## config.mk

```make
export PLATFORM = sky130hd
export DESIGN_NAME = muldiv_unit
export DESIGN_NICKNAME = d
export VERILOG_FILES = /design/src/rtl/muldiv_unit.sv
export SDC_FILE = /design/constraint.sdc
export NUM_CORES = 1
export LEC_CHECK = 0
export ABC_AREA = 1
export CAP_MARGIN = 20
export CORE_UTILIZATION = 40
export DETAILED_ROUTE_END_ITERATION = 10
export PLACE_DENSITY = 0.7
export SYNTH_ARGS = -nofsm -noshare
export SYNTH_HDL_FRONTEND = slang
export SYNTH_SLANG_ARGS = --single-unit
```

## constraint.sdc

```tcl
create_clock -name clk -period 5.2 [get_ports clk]
set_clock_uncertainty 0.15 [all_clocks]
set_input_delay 0.78 -clock clk [delete_from_list [all_inputs] [get_ports clk]]
set_output_delay 0.78 -clock clk [all_outputs]
set_load 0.005 [all_outputs]
```

## src/rtl/muldiv_unit.sv

```systemverilog
// muldiv_unit: iterative multiply/divide unit with architectural HI/LO.
//
// Implements MULT, MULTU, DIV, DIVU (one radix-2 step per clock) and
// MTHI/MTLO. HI and LO are read continuously by the pipeline for MFHI/MFLO.
//
// Ports:
//   clk          rising-edge clock
//   reset        synchronous, active-high reset
//   start        launch request, sampled only in IDLE
//   op           00 MULT, 01 MULTU, 10 DIV, 11 DIVU
//   src_a        multiplicand / dividend
//   src_b        multiplier / divisor
//   cancel       abort in-flight operation (exception flush)
//   hi_we/lo_we  MTHI/MTLO write enables (honoured only while not busy)
//   wdata        MTHI/MTLO data
//   busy         operation in flight
//   done         one-cycle pulse; new HI/LO visible in this cycle
//   div_by_zero  valid with done; divide with src_b == 0
//   hi/lo        HI and LO registers
module muldiv_unit #(
    parameter int WIDTH = 32
) (
    input  logic             clk,
    input  logic             reset,
    input  logic             start,
    input  logic [1:0]       op,
    input  logic [WIDTH-1:0] src_a,
    input  logic [WIDTH-1:0] src_b,
    input  logic             cancel,
    input  logic             hi_we,
    input  logic             lo_we,
    input  logic [WIDTH-1:0] wdata,
    output logic             busy,
    output logic             done,
    output logic             div_by_zero,
    output logic [WIDTH-1:0] hi,
    output logic [WIDTH-1:0] lo
);

    localparam int W2 = 2 * WIDTH;
    localparam logic [WIDTH-1:0] CNT_LAST = WIDTH'(WIDTH - 1);

    typedef enum logic [1:0] {IDLE, RUN, FIN} state_t;

    state_t           state;
    logic [WIDTH-1:0] cnt;

    // Operation context captured at accept
    logic             is_div;
    logic             neg_res;   // negate product / quotient
    logic             neg_rem;   // negate remainder (dividend was negative)
    logic             b_zero;
    logic [WIDTH-1:0] mag_a;
    logic [WIDTH-1:0] mag_b;

    // acc: full product for multiply; low half holds dividend/quotient for divide
    logic [W2-1:0]    acc;
    logic [WIDTH:0]   rem;

    logic             sign_a;
    logic             sign_b;
    logic             is_signed;

    logic [WIDTH:0]   mul_sum;
    logic [W2-1:0]    mul_next;
    logic [WIDTH:0]   div_shift;
    logic [WIDTH:0]   div_diff;
    logic             div_ge;
    logic [WIDTH:0]   rem_next;
    logic [WIDTH-1:0] quo_next;
    logic [W2-1:0]    prod_fix;
    logic [WIDTH-1:0] quo_fix;
    logic [WIDTH-1:0] rem_fix;

    function automatic logic [WIDTH-1:0] cond_neg(input logic [WIDTH-1:0] v, input logic neg);
        return neg ? -v : v;
    endfunction

    function automatic logic [W2-1:0] cond_neg2(input logic [W2-1:0] v, input logic neg);
        return neg ? -v : v;
    endfunction

    assign is_signed = ~op[0];
    assign sign_a    = $signed(src_a) < 0;
    assign sign_b    = $signed(src_b) < 0;

    always_comb begin
        mul_sum   = {1'b0, acc[W2-1:WIDTH]} + {1'b0, (acc[0] ? mag_a : {WIDTH{1'b0}})};
        mul_next  = {mul_sum, acc[WIDTH-1:1]};
        // Shift in the next dividend bit; a set rem[WIDTH] means the trial
        // value exceeds any divisor, so the subtraction always succeeds.
        div_shift = {rem[WIDTH-1:0], acc[WIDTH-1]};
        div_ge    = rem[WIDTH] | (div_shift >= {1'b0, mag_b});
        div_diff  = div_shift - {1'b0, mag_b};
        rem_next  = div_ge ? div_diff : div_shift;
        quo_next  = {acc[WIDTH-2:0], div_ge};
        prod_fix  = cond_neg2(acc, neg_res);
        quo_fix   = cond_neg(acc[WIDTH-1:0], neg_res);
        rem_fix   = cond_neg(rem[WIDTH-1:0], neg_rem);
    end

    // Datapath: operand capture at accept, one radix-2 step per RUN cycle
    always_ff @(posedge clk) begin
        case (state)
            IDLE: begin
                if (start && !cancel) begin
                    is_div  <= op[1];
                    neg_res <= is_signed & (sign_a ^ sign_b);
                    neg_rem <= is_signed & sign_a;
                    b_zero  <= (src_b == '0);
                    mag_a   <= cond_neg(src_a, is_signed & sign_a);
                    mag_b   <= cond_neg(src_b, is_signed & sign_b);
                    acc     <= op[1] ? {{WIDTH{1'b0}}, cond_neg(src_a, is_signed & sign_a)}
                                     : {{WIDTH{1'b0}}, cond_neg(src_b, is_signed & sign_b)};
                    rem     <= '0;
                end
            end
            RUN: begin
                if (!cancel) begin
                    if (is_div) begin
                        acc[WIDTH-1:0] <= quo_next;
                        rem            <= rem_next;
                    end else begin
                        acc <= mul_next;
                    end
                end
            end
            default: ;
        endcase
    end

    // Control FSM and architectural HI/LO
    always_ff @(posedge clk) begin
        if (reset) begin
            state       <= IDLE;
            cnt         <= '0;
            busy        <= 1'b0;
            done        <= 1'b0;
            div_by_zero <= 1'b0;
            hi          <= '0;
            lo          <= '0;
        end else begin
            done        <= 1'b0;
            div_by_zero <= 1'b0;
            if (!busy && hi_we) hi <= wdata;
            if (!busy && lo_we) lo <= wdata;
            case (state)
                IDLE: begin
                    if (start && !cancel) begin
                        cnt   <= '0;
                        state <= RUN;
                        busy  <= 1'b1;
                    end
                end
                RUN: begin
                    if (cancel) begin
                        state <= IDLE;
                        busy  <= 1'b0;
                    end else begin
                        cnt <= cnt + WIDTH'(1);
                        if (cnt == CNT_LAST) state <= FIN;
                    end
                end
                FIN: begin
                    state <= IDLE;
                    busy  <= 1'b0;
                    if (!cancel) begin
                        done <= 1'b1;
                        if (is_div) begin
                            div_by_zero <= b_zero;
                            // Divide by zero leaves HI/LO untouched
                            if (!b_zero) begin
                                lo <= quo_fix;
                                hi <= rem_fix;
                            end
                        end else begin
                            {hi, lo} <= prod_fix;
                        end
                    end
                end
                default: begin
                    state <= IDLE;
                    busy  <= 1'b0;
                end
            endcase
        end
    end

endmodule

```

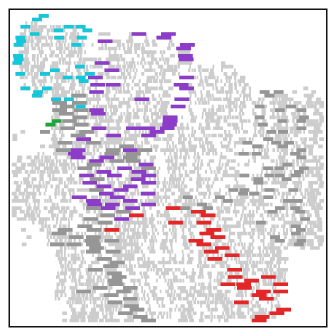
(images/ff_map.png)
Other sequential cells in the stronger gray, the rest of the logic in the fainter gray.
cnt: shown in cyan, placed flops 32, where north-west. acc: shown in purple, placed flops 64. rem: shown in red, placed flops 33. state: shown in green, placed flops 2.
Another 135 sequential cells are not colored.
area taken by flip-flops and latches: 6980 um2
power of the sequential group: 2580 uW

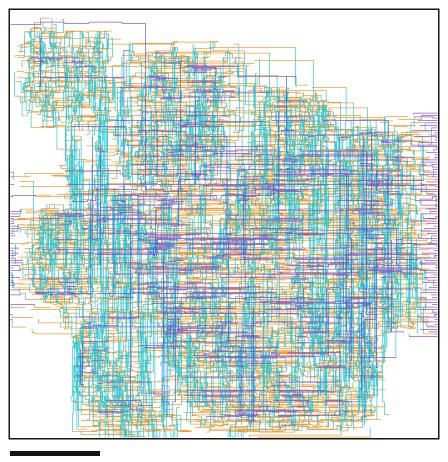
(images/layers.png)
The bar under the picture is 50 um long.
M2: shown in cyan, wire length 34.2 mm. M1: shown in orange, wire length 37.9 mm. M4: shown in blue, wire length 2860 um. M3: shown in purple, wire length 9360 um.
GRT Overall Usage: 0.295
total via count after detailed routing: 23.9k
detailed-route wire length: 84300 um

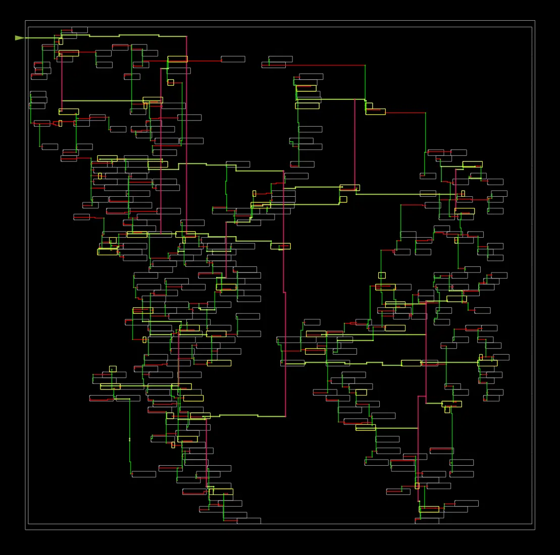
(images/clock_nets.png)
cts bufs inserted: 34
Clock buffer cells: 44
number of sequential storage elements: 266
Clk. pwr: 2420 uW
number of sinks on the clock net: 266

==> results.txt <==
Figures from the implementation reports.

- The flow ran to the end, and the final reports show no timing, DRC or antenna violations.
- The script computed the net switching share of total power as 0.341.
- The critical setup path kind is flip-flop to flip-flop.
- The first global-routing pass estimated 128000 um of wire.
- The kind of cell adding the most delay to the critical path reads simple AND/OR/NAND/NOR gates.
- The power report attributes to the clock group a share of 0.365.
- The top logic cell family in the synthesized netlist is simple AND/OR/NAND/NOR gates.
- The smallest clock period supported by the final layout is computed as 3440 ps.
- After floorplanning, the die was sized to cover 56100 um2.
- The remaining global-route overflow is 0.
- The initial antenna violation count was 2.
- In the final layout, the share of cells above drive strength 1 is 0.0471.
- The total internal power reads 4370 uW.
- Counting stages on the worst path, the most repeated cell is nand2_1.
- The worst setup path is launched from a flip-flop.
- The script computed a power per unit cell area of 260 nW/um2.
- The critical path data arrival time is 3590 ps.
- The cell taking the most area after synthesis is edfxtp_1.
- Setup total negative slack on the finished layout was measured at 0 ps.
- The DRC violation total after the first TritonRoute iteration is 2981.
- The cell leakage power is 0.0111 uW.
- The worst-case setup slack after placement reads 1590 ps.
- The global routing report lists met2 layer usage as 0.430.
- The maximum resistive drop on vdd is 186 uV.
- The number of top-level pins reads 171.
- Per the detail_route report, vias per standard cell equal 5.55.
- Setup repair after global routing left no endpoint under its margin.
- The post-CTS setup buffer count is 0.
- The area of the placeable core is 54100 um2.
- The final hold violation count recorded for this run is 0.
- In this run the deepest clock path goes through 3 buffers.
- The netlist area before placement is 22100 um2.
- For this run, the chip area from Yosys synthesis comes to 22100 um2.
- The worst setup path is captured at a flip-flop.
- The cell-mix breakdown from Yosys lists the compound-gate area share as 0.147.
- The maximum clock rate is 291 MHz.
- The clock tree root buffer cell reads clkbuf_16.
- The clock network latency to the later pin of the worst-skew pair is 560 ps.
- The power share of the sequential group reads 0.390.
- The synthesis report lists the Yosys warning total as 0.
- After floorplanning, the core was divided into 85 placement rows.
- The maximum fanout encountered on the critical timing path reads 26.
- The count of TritonRoute iterations in the first routing pass reads 7.
- The highest-count logic cell in the final layout is nand2_1.
- The finished layout cell area is 25500 um2.
- The die span in x reads 237 um.
- The worst path required time is 5350 ps.
- In the final routed layout, each cell accounts on average for 19.6 um.
- The yosys stat cell total is 3457.
- The HPWL after detailed placement is 67800 um.
- In the floorplan report the effective utilization is 0.408.
- The group drawing the most power is sequential cells.
- The clock H-tree reported by CTS has 2 levels.
- The number of nets at floorplan reads 3632.
- The combinational group power is 1630 uW.
- The pin count of the biggest net entering global routing reads 72.
- The worst setup path startpoint reads acc[0].
- The area fraction of the largest cell type after synthesis is 0.224.
- Across the run, the number of max-cap violations was 0.
- The met3 capacity usage during global routing reads 0.0581.
- Per the synth stats, the flop cell with the highest instance count is edfxtp_1.
- The tool warning count is 26.
- The switching component of the power was reported as 2260 uW.
- The fraction of power consumed by combinational cells reads 0.246.
- Gates resized during post-CTS repair numbered 0.
- For this run, the final setup violation count is recorded as 0.
- The post-synthesis sequential area ratio reads 0.316.
- The worst slew margin relative to its limit reads 0.324.
- The number of global-route vias before repair is 21.2k.
- In this run the critical register-to-register path is launched from acc[0].
- The synthesized area divided by synthesized cell count reads 6.39 um2.
- On the worst path, the slowest cell contributes a delay of 770 ps.
- The simple-gate share of the synthesized area is 0.360.
- Per the cell usage report, the commonest logic cells after layout are nand2_1 (923), nor2_1 (476), inv_1 (427).
- The xor/xnor cell area share of the yosys netlist reads 0.0309.
- The met1 routing resource usage after global routing reads 0.431.
- By area the synthesized netlist is led by edfxtp_1 (22%), nand2_1 (16%), dfxtp_1 (9.2%).
- The remaining design rule violation count is 0.
- The final estimated routing congestion in global placement is 1.02.
- Compared with the post-synthesis result, the final layout area differs by 15.3%.
- The net count of the finished layout reads 3758.
- The post-route antenna net violation count reads 0.
- The clock slew at the register clock pins of the worst setup and hold paths is 60 ps.
- The TritonCTS clock tree is yes.
- The most popular library cell in the synthesized design by count is nand2_1.
- The signal on the critical path passes through nand2_1 -> inv_1 -> ha_1 -> fa_1 -> nand2_1 -> nand2_1 -> o21ai_0 -> nor2_1 -> nor2_1 -> inv_1 -> nand2_1 -> nand2_1 -> a211oi_1 -> nor2_1.
- The worst-margin pin slew is 1010 ps.
- The critical-path cell with the highest stage delay is edfxtp_1.
- The flop and latch count out of synthesis is 266.
- The die outline height reads 237 um.
- According to the hold report, the worst path is of the flip-flop to flip-flop type.
- In this run, the synthesized area fraction spent on adder and majority cells is recorded as 0.0409.
- The instance area at placement is 24300 um2.
- The final worst slack reads 1760 ps.
- The final critical-path share of the clock period reads 0.662.
- The post-cts hold-fix buffer tally is 0.
- After technology mapping, the gate count stands at 3457.
- The commonest cells after synthesis are nand2_1 (923), nor2_1 (480), inv_1 (430).
## state kept, by name, indices dropped and copies added, names as in the netlist
| register | cells |
|---|---|
| is_div | 1 |
| busy | 1 |
| b_zero | 1 |
| rem | 33 |
| mag_a | 32 |
| div_by_zero | 1 |
| lo | 32 |
| neg_res | 1 |
| neg_rem | 1 |
| state | 2 |
| acc | 64 |
| hi | 32 |
| cnt | 32 |
| done | 1 |
| mag_b | 32 |
## area by class of cell
type / instances / area, um2 / area share
Clock buffer: 44 / 963 / 0.0378
Inverter: 442 / 1660 / 0.0653
Clock inverter: 17 / 155 / 0.00609
Multi-Input combinational cell: 2650 / 13000 / 0.509
Sequential cell: 266 / 6980 / 0.274
Timing Repair Buffer: 189 / 1860 / 0.0732
Antenna cell: 1 / 2.50 / 0.0000983
Tap cell: 696 / 871 / 0.0342
## cell families (layout without fill, tap and decap cells)
family,count (synthesis),in the layout
and+or+nand+nor,1872,1872
AOI/OAI and AO/OA,615,615
buffers and inverters,541,692
DFF,266,266
xor gates and xnor gates,78,78
adders and majority gates,71,71
muxes,14,14
other,0,1
## through the flow
step | utilization | hold WS (ps) | std cells
final | 0.470 | 345 | 4305
after global routing | 0.470 | 368 | 4304
after CTS | 0.470 | 348 | 4304
after detailed placement | 0.450 | 340 | 4243
after global placement | 0.449 | 335 | 4242
after floorplan | - | 311 | 3457
## worst paths after layout
path	endpoint	slack, ps	cells past startpoint
max	acc[51]	1760	14
max reg2reg	acc[51]	1760	14
min reg2reg	cnt[12]	340	2
min	cnt[12]	340	2
## routing by layer
layer,vias to the layer above,part of all wire
met5,-,0
met4,0,0.034
met3,148,0.11
met2,1255,0.41
met1,10900,0.45
li1,11600,-
No activity file was given, so power comes from the tool's default toggle rates.
